`config.mk`:
```
export PLATFORM = sky130hd
export DESIGN_NAME = instruction_fetch_flat
export DESIGN_NICKNAME = d
export VERILOG_FILES = /design/src/rtl/fetch_pkg.sv /design/src/rtl/instruction_fetch_if.sv /design/src/rtl/instruction_fetch.sv /design/src/flat_wrapper.sv
export SDC_FILE = /design/constraint.sdc
export NUM_CORES = 1
export LEC_CHECK = 0
export CAP_MARGIN = 40
export CORE_MARGIN = 3
export CORE_UTILIZATION = 46
export CTS_BUF_LIST = sky130_fd_sc_hd__clkbuf_8
export DETAILED_ROUTE_END_ITERATION = 8
export PLACE_DENSITY = 0.88
export SLEW_MARGIN = 25
export SYNTH_ARGS = -nofsm -noshare
export SYNTH_HDL_FRONTEND = slang
export SYNTH_SLANG_ARGS = --single-unit
```
`constraint.sdc`:
```
create_clock -name clk -period 7.3 [get_ports clk]
set_input_delay 1.46 -clock clk [delete_from_list [all_inputs] [get_ports clk]]
set_output_delay 1.46 -clock clk [all_outputs]
set_load 0.005 [all_outputs]
```
`src/rtl/fetch_pkg.sv`:
```
`default_nettype none
//------------------------------------------------------------------------------
//  Module  : fetch_pkg
//  Purpose : Shared types and constants for the instruction fetch stage:
//            fetch FSM state encoding, the reset vector, the per-instruction
//            PC increment, the canonical NOP, and a word-alignment helper.
//  Ports   : none (package)
//  Rev     : 1.0  initial release
//------------------------------------------------------------------------------
package fetch_pkg;

   localparam logic [31:0] RESET_VECTOR = 32'h0100_0000;
   localparam logic [31:0] INST_BYTES   = 32'd4;
   localparam logic [31:0] NOP          = 32'h0000_0013;

   // BOOT : PC is being loaded with the reset vector
   // REQ  : request presented to instruction memory
   // WAIT : request accepted, response pending
   // OUT  : instruction word held for decode
   // DROP : response pending for an address abandoned by a redirect
   typedef enum logic [2:0] {
      BOOT = 3'd0,
      REQ  = 3'd1,
      WAIT = 3'd2,
      OUT  = 3'd3,
      DROP = 3'd4
   } fetch_state_t;

   // Clears the two byte-offset bits so every fetch address is word aligned.
   function automatic logic [31:0] word_align(input logic [31:0] addr);
      return addr & 32'hFFFF_FFFC;
   endfunction

endpackage : fetch_pkg
`default_nettype wire

```
`src/rtl/instruction_fetch_if.sv`:
```
`default_nettype none
//------------------------------------------------------------------------------
//  Module  : instruction_fetch_if
//  Purpose : Bundles every non-clock signal of the fetch stage: the
//            program_counter load path, the instruction-memory request and
//            response channels, the redirect input and the decode handshake.
//  Ports   : modport master - the fetch stage (drives pc_next/pc_en, memory
//                             request, instruction to decode)
//            modport slave  - the surroundings (program_counter, memory,
//                             branch unit, decode)
//  Rev     : 1.0  initial release
//------------------------------------------------------------------------------
interface instruction_fetch_if;

   // program_counter
   logic [31:0] pc_in;
   logic [31:0] pc_next;
   logic        pc_en;
   // instruction memory
   logic        imem_req_valid;
   logic        imem_req_ready;
   logic [31:0] imem_req_addr;
   logic        imem_rsp_valid;
   logic [31:0] imem_rsp_data;
   // branch / jump redirect
   logic        redirect_valid;
   logic [31:0] redirect_pc;
   // decode
   logic        inst_valid;
   logic        inst_ready;
   logic [31:0] inst_data;
   logic [31:0] inst_pc;

   modport master (
      input  pc_in, imem_req_ready, imem_rsp_valid, imem_rsp_data,
             redirect_valid, redirect_pc, inst_ready,
      output pc_next, pc_en, imem_req_valid, imem_req_addr,
             inst_valid, inst_data, inst_pc
   );

   modport slave (
      output pc_in, imem_req_ready, imem_rsp_valid, imem_rsp_data,
             redirect_valid, redirect_pc, inst_ready,
      input  pc_next, pc_en, imem_req_valid, imem_req_addr,
             inst_valid, inst_data, inst_pc
   );

endinterface : instruction_fetch_if
`default_nettype wire

```
`src/rtl/instruction_fetch.sv`:
```
`default_nettype none
//------------------------------------------------------------------------------
//  Module  : instruction_fetch
//  Purpose : Fetch stage behind program_counter. Issues one instruction-memory
//            request at a time for the current PC, hands the returned word to
//            decode over a valid/ready handshake, and loads program_counter
//            with PC+INST_BYTES or a redirect target. A response belonging to
//            an address abandoned by a redirect never reaches decode.
//  Ports   : clk    - system clock, rising edge
//            rst_n  - asynchronous active-low reset
//            bus    - instruction_fetch_if.master (PC load, imem, redirect,
//                     decode handshake)
//  Rev     : 1.0  initial release
//------------------------------------------------------------------------------
module instruction_fetch
   import fetch_pkg::*;
#(
   parameter logic [31:0] RESET_VECTOR = fetch_pkg::RESET_VECTOR,
   parameter logic [31:0] INST_BYTES   = fetch_pkg::INST_BYTES
) (
   input  wire logic                clk,
   input  wire logic                rst_n,
   instruction_fetch_if.master      bus
);

   fetch_state_t r_state;
   fetch_state_t w_state_next;

   logic [31:0] r_req_pc;
   logic [31:0] r_inst_data;
   logic [31:0] r_inst_pc;

   logic [31:0] w_req_pc_inc;
   logic [31:0] w_pc_next;
   logic        w_pc_en;
   logic        w_capture;

   // Wraps naturally at 2^32, so a fetch at 32'hFFFFFFFC continues at 0.
   assign w_req_pc_inc = r_req_pc + INST_BYTES;

   always_comb begin
      w_state_next = r_state;
      w_pc_en      = 1'b0;
      w_pc_next    = w_req_pc_inc;
      w_capture    = 1'b0;

      case (r_state)
         BOOT: begin
            w_pc_en      = 1'b1;
            w_pc_next    = RESET_VECTOR;
            w_state_next = REQ;
         end
         REQ: begin
            if (bus.imem_req_ready) w_state_next = WAIT;
         end
         WAIT: begin
            if (bus.imem_rsp_valid) begin
               w_pc_en      = 1'b1;
               w_capture    = 1'b1;
               w_state_next = OUT;
            end
         end
         OUT: begin
            if (bus.inst_ready) w_state_next = REQ;
         end
         DROP: begin
            if (bus.imem_rsp_valid) w_state_next = REQ;
         end
         default: w_state_next = BOOT;
      endcase

      // A redirect wins over everything except the boot load. Any request the
      // memory still owes us becomes an orphan that DROP has to absorb; a
      // response arriving in the redirect cycle itself is simply discarded.
      if (bus.redirect_valid && (r_state != BOOT)) begin
         w_pc_en   = 1'b1;
         w_pc_next = word_align(bus.redirect_pc);
         w_capture = 1'b0;
         case (r_state)
            REQ:     w_state_next = bus.imem_req_ready ? DROP : REQ;
            WAIT:    w_state_next = bus.imem_rsp_valid ? REQ  : DROP;
            OUT:     w_state_next = REQ;
            // An orphan answered in the redirect cycle leaves nothing owed.
            DROP:    w_state_next = bus.imem_rsp_valid ? REQ  : DROP;
            default: w_state_next = BOOT;
         endcase
      end
   end

   always_ff @(posedge clk or negedge rst_n) begin
      if (!rst_n) begin
         r_state     <= BOOT;
         r_req_pc    <= 32'd0;
         r_inst_data <= 32'd0;
         r_inst_pc   <= 32'd0;
      end else begin
         r_state <= w_state_next;
         if ((r_state == REQ) && bus.imem_req_ready) r_req_pc <= bus.pc_in;
         if (w_capture) begin
            r_inst_data <= bus.imem_rsp_data;
            r_inst_pc   <= r_req_pc;
         end
      end
   end

   assign bus.pc_en          = w_pc_en;
   assign bus.pc_next        = w_pc_next;
   assign bus.imem_req_valid = (r_state == REQ);
   assign bus.imem_req_addr  = bus.pc_in;
   assign bus.inst_valid     = (r_state == OUT);
   assign bus.inst_data      = r_inst_data;
   assign bus.inst_pc        = r_inst_pc;

endmodule : instruction_fetch
`default_nettype wire

```
`src/flat_wrapper.sv`:
```
// flat-port wrapper written by rule: the top's interface ports become plain ports
module instruction_fetch_flat import fetch_pkg::*;
#(
   parameter logic [31:0] RESET_VECTOR = fetch_pkg::RESET_VECTOR,
   parameter logic [31:0] INST_BYTES   = fetch_pkg::INST_BYTES
)
  (clk, rst_n, bus_pc_in, bus_imem_req_ready, bus_imem_rsp_valid, bus_imem_rsp_data, bus_redirect_valid, bus_redirect_pc, bus_inst_ready, bus_pc_next, bus_pc_en, bus_imem_req_valid, bus_imem_req_addr, bus_inst_valid, bus_inst_data, bus_inst_pc);
  instruction_fetch_if bus_i ();
  input  wire logic clk;
  input  wire logic rst_n;
  input wire logic [$bits(bus_i.pc_in)-1:0] bus_pc_in;
  input wire logic [$bits(bus_i.imem_req_ready)-1:0] bus_imem_req_ready;
  input wire logic [$bits(bus_i.imem_rsp_valid)-1:0] bus_imem_rsp_valid;
  input wire logic [$bits(bus_i.imem_rsp_data)-1:0] bus_imem_rsp_data;
  input wire logic [$bits(bus_i.redirect_valid)-1:0] bus_redirect_valid;
  input wire logic [$bits(bus_i.redirect_pc)-1:0] bus_redirect_pc;
  input wire logic [$bits(bus_i.inst_ready)-1:0] bus_inst_ready;
  output wire logic [$bits(bus_i.pc_next)-1:0] bus_pc_next;
  output wire logic [$bits(bus_i.pc_en)-1:0] bus_pc_en;
  output wire logic [$bits(bus_i.imem_req_valid)-1:0] bus_imem_req_valid;
  output wire logic [$bits(bus_i.imem_req_addr)-1:0] bus_imem_req_addr;
  output wire logic [$bits(bus_i.inst_valid)-1:0] bus_inst_valid;
  output wire logic [$bits(bus_i.inst_data)-1:0] bus_inst_data;
  output wire logic [$bits(bus_i.inst_pc)-1:0] bus_inst_pc;
  assign bus_i.pc_in = bus_pc_in;
  assign bus_i.imem_req_ready = bus_imem_req_ready;
  assign bus_i.imem_rsp_valid = bus_imem_rsp_valid;
  assign bus_i.imem_rsp_data = bus_imem_rsp_data;
  assign bus_i.redirect_valid = bus_redirect_valid;
  assign bus_i.redirect_pc = bus_redirect_pc;
  assign bus_i.inst_ready = bus_inst_ready;
  assign bus_pc_next = bus_i.pc_next;
  assign bus_pc_en = bus_i.pc_en;
  assign bus_imem_req_valid = bus_i.imem_req_valid;
  assign bus_imem_req_addr = bus_i.imem_req_addr;
  assign bus_inst_valid = bus_i.inst_valid;
  assign bus_inst_data = bus_i.inst_data;
  assign bus_inst_pc = bus_i.inst_pc;
  instruction_fetch #(.RESET_VECTOR(RESET_VECTOR), .INST_BYTES(INST_BYTES)) u_core (.clk(clk), .rst_n(rst_n), .bus(bus_i));
endmodule
```
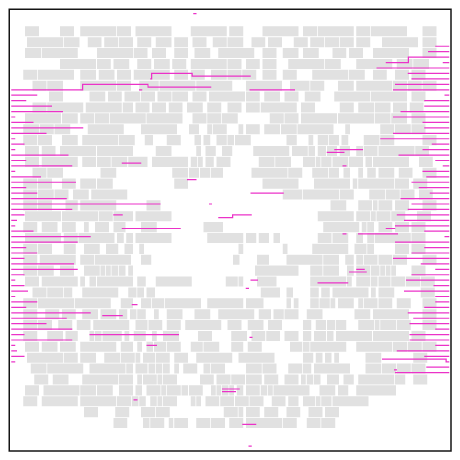
layer_met3.png
Drawn at 4 px/um. Cells faint in the background.
nets with wire on the layer: 127
main direction: horizontal
share of all routed wire: 8.0%
wire length on this layer: 1120 um
Via Count: 4089
final WL: 13980 um
met3 layer usage reported by global route: 0.06639

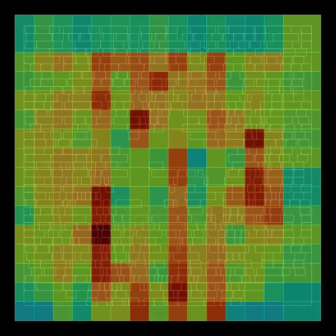
congestion.png
core occupancy in the finished layout: 0.7063
routing layer with the top usage in global route: met2

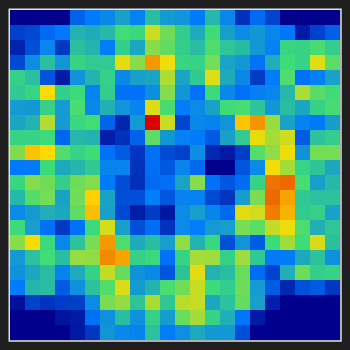
metal_density.png
Drawn at 3 px/um. 22 x 22 tiles, from dark blue (low) to red (high), scaled to the fullest tile. Values are wire area over tile area, all layers added.
nearly empty tiles: 6.6%
fullest tile: 0.51
tiles over half the peak: 24%
densest ninth of the die: middle right
Routed WL per cell: 18.40 um
total routing resource utilization after global routing: 0.2300

==> notes.md <==
Synthesis and place-and-route results.

- The total negative setup slack is 0 ns.
- The placed wire-length estimate after detailed placement is 10470 um.
- Per the OpenROAD floorplan log, the width of the die is 110.0 um.
- The number of nets handed over by synthesis was 535.
- The overall die area is 0.01211 mm^2.
- The buffer count from post-CTS setup fixing is 0.
- The clock network latency to the later pin of the worst-skew pair is 0.37 ns.
- The clock tree from TritonCTS is done.
- Summed over all nets, wire length on met2 after detailed routing comes to 7306 um.
- The chip area estimate from yosys synthesis is 0.004980 mm^2.
- The number of distinct library cell variants in the gate-level netlist after synthesis is 40.
- Per the placement report, the placed cell count is 744.
- By area the synthesized netlist is led by sky130_fd_sc_hd__dfrtp_1, sky130_fd_sc_hd__mux2_2, sky130_fd_sc_hd__buf_4.
- The post-placement cell area is 0.007139 mm^2.
- The clock sink count is 99.
- The die height is 110.0 um.
- Looking at the max-slew report, the worst-margin pin has a slew of 0.6846 ns.
- Clock tree synthesis inserted a total of 9 buffers.
- The cell at the root of the clock tree is sky130_fd_sc_hd__clkbuf_8.
- 0 antenna diodes ended up in the layout.
- The register-to-register setup slack is 5.29 ns.
- Counting flops with an async set or reset pin after synthesis yields a share of 1.000.
- The cell taking the most area after synthesis is sky130_fd_sc_hd__dfrtp_1.
- The pre-CTS setup slack is 2.103 ns.
- The final timing report derives a shortest allowable period of 5.208 ns.
- The count of unresolved DRC violations after routing is 0.
- After technology mapping, the gate count stands at 432.
- The count of synthesis-stage warnings from yosys is 0.
- STA lists the startpoint of the worst register-to-register path as u_core.r_state[2].
- For reference, the critical path is launched at bus_redirect_valid.
- The remaining antenna violation count is 0.
- The global-route track usage on met1 is 0.2761.
- The most repeated cell in the gate-level netlist after synthesis is sky130_fd_sc_hd__dfrtp_1.
- The number of buffers added on ports is 230.
- The timing report notes that buffer and inverter cells on the critical path total 2.
- The final-report hold violation count is 0.
- The number of flops mapped to enable cells by yosys is 0.
- Per STA, the endpoint of the critical path is bus_pc_next[18].
- For this run, global-route usage on met2 was measured as 0.3964.
- The share of final-layout standard cells stronger than drive strength 1 is 0.1907.
- The finished cells cover 0.007357 mm^2.
- The number of placement rows is 37.
- The flow ran to the end, and the final reports show no timing, DRC or antenna violations.
- In the final design database the tool counted 723 nets.
- The commonest register cell is sky130_fd_sc_hd__dfrtp_1.
- The boundary pin count is 233.
- For this run, the final setup violation count is recorded as 0.
- The number of cells in Yosys stat is 432.
- The required time at the worst endpoint is listed as 5.84 ns.
- The total power draw is 2.499 mW.
- The number of antenna violations at the first check in global routing was 0.
- The first-iteration detailed-routing DRC count is 190.
- The via count of the first global-routing pass is 4143.
- The timing report lists the critical path depth as 5 cells.
- Setup repair after global routing left no endpoint under its margin.
- The timing report gives the biggest stage delay along the critical path as 0.58 ns.
- The critical hold path startpoint is u_core.bus.inst_pc[21].
- The synthesis run shows the most used standard cells to be sky130_fd_sc_hd__dfrtp_1, sky130_fd_sc_hd__mux2_2, sky130_fd_sc_hd__nand2_1.
- Pins over their slew limit in the final report were tallied at 0.
- The number of maximum-capacitance violations recorded for the run is 0.
- The overall overflow remaining after global route is 0.
- Before any placement, the netlist area is recorded as 0.004980 mm^2.
- The detailed-router iteration count before antenna repair is 4.
- The total of hold buffers inserted after clock tree synthesis is 0.
- In this run the worst hold path is classified as flip-flop to flip-flop.
- The share of the core area taken by cells at floorplan is 0.4781.
- The worst setup slack after layout is 2.092 ns.
- In this build the clock could be raised as far as 0.1920 GHz.
- The element type at the critical path end is a primary output.
- Walking the worst path, the cells encountered are clkdlybuf4s50_1, or2_2, or4_1, nand3_1, clkdlybuf4s50_1.
- The end point of the most critical hold path is u_core.bus.inst_pc[21].
- The deepest level of the CTS H-tree is 3.
- Entering global routing, the biggest net connects 65 pins.
- The critical path's top delay family is simple AND/OR/NAND/NOR gates.
- The area growth from synthesis to layout is 47.74%.
- The worst-case IR drop observed on VDD is 0.1981 mV.
- The detailed router used layers up to and including met4.
- The worst setup path is launched from a primary input.
- The final timing summary puts the cycle share of the worst path at 0.7134.
- Hold analysis shows the worst path with a depth of 1.
- The maximum count of clock buffers along a single path is 2.
- The register bit count reported by yosys is 99.
- The OpenROAD report gives the critical path a data arrival time of 3.75 ns.
- The total power density per cell area is 339.7 mW/mm^2.
- The final RePlAce weighted congestion is 0.7978.
- The most common cell after layout, fill and taps aside is sky130_fd_sc_hd__clkdlybuf4s50_1.
- In this run the standard cell core region covers 0.01042 mm^2.
- Headroom to the max-slew limit came out at 0.5436.
[cells by family after synthesis]
logic type      Yosys count  synth area share
mux                      91            0.2058
simple gates            115            0.1221
flops                    99            0.4975
xor+xnor                 13           0.02286
buf+inv                  65           0.07940
compound gates           48           0.06985
fa+ha+maj                 1          0.002512
[layout make-up]
cell class / instances / area [um^2]
fill: 760 / 3059
tap: 136 / 170.2
inverter: 6 / 22.52
multi-input combinational: 268 / 2128
clock inverter: 6 / 66.31
clock buffer: 9 / 123.9
timing repair buffer: 236 / 2369
sequential: 99 / 2477
[where the power goes]
group,switching (mW),total [mW],leakage [nW],internal (mW)
combinational,0.393,1.13,1.65,0.734
clock,0.194,0.351,0.0931,0.157
sequential,0.236,1.02,1.25,0.785
Power figures rest on the tool's default switching activity, not on a simulated workload.
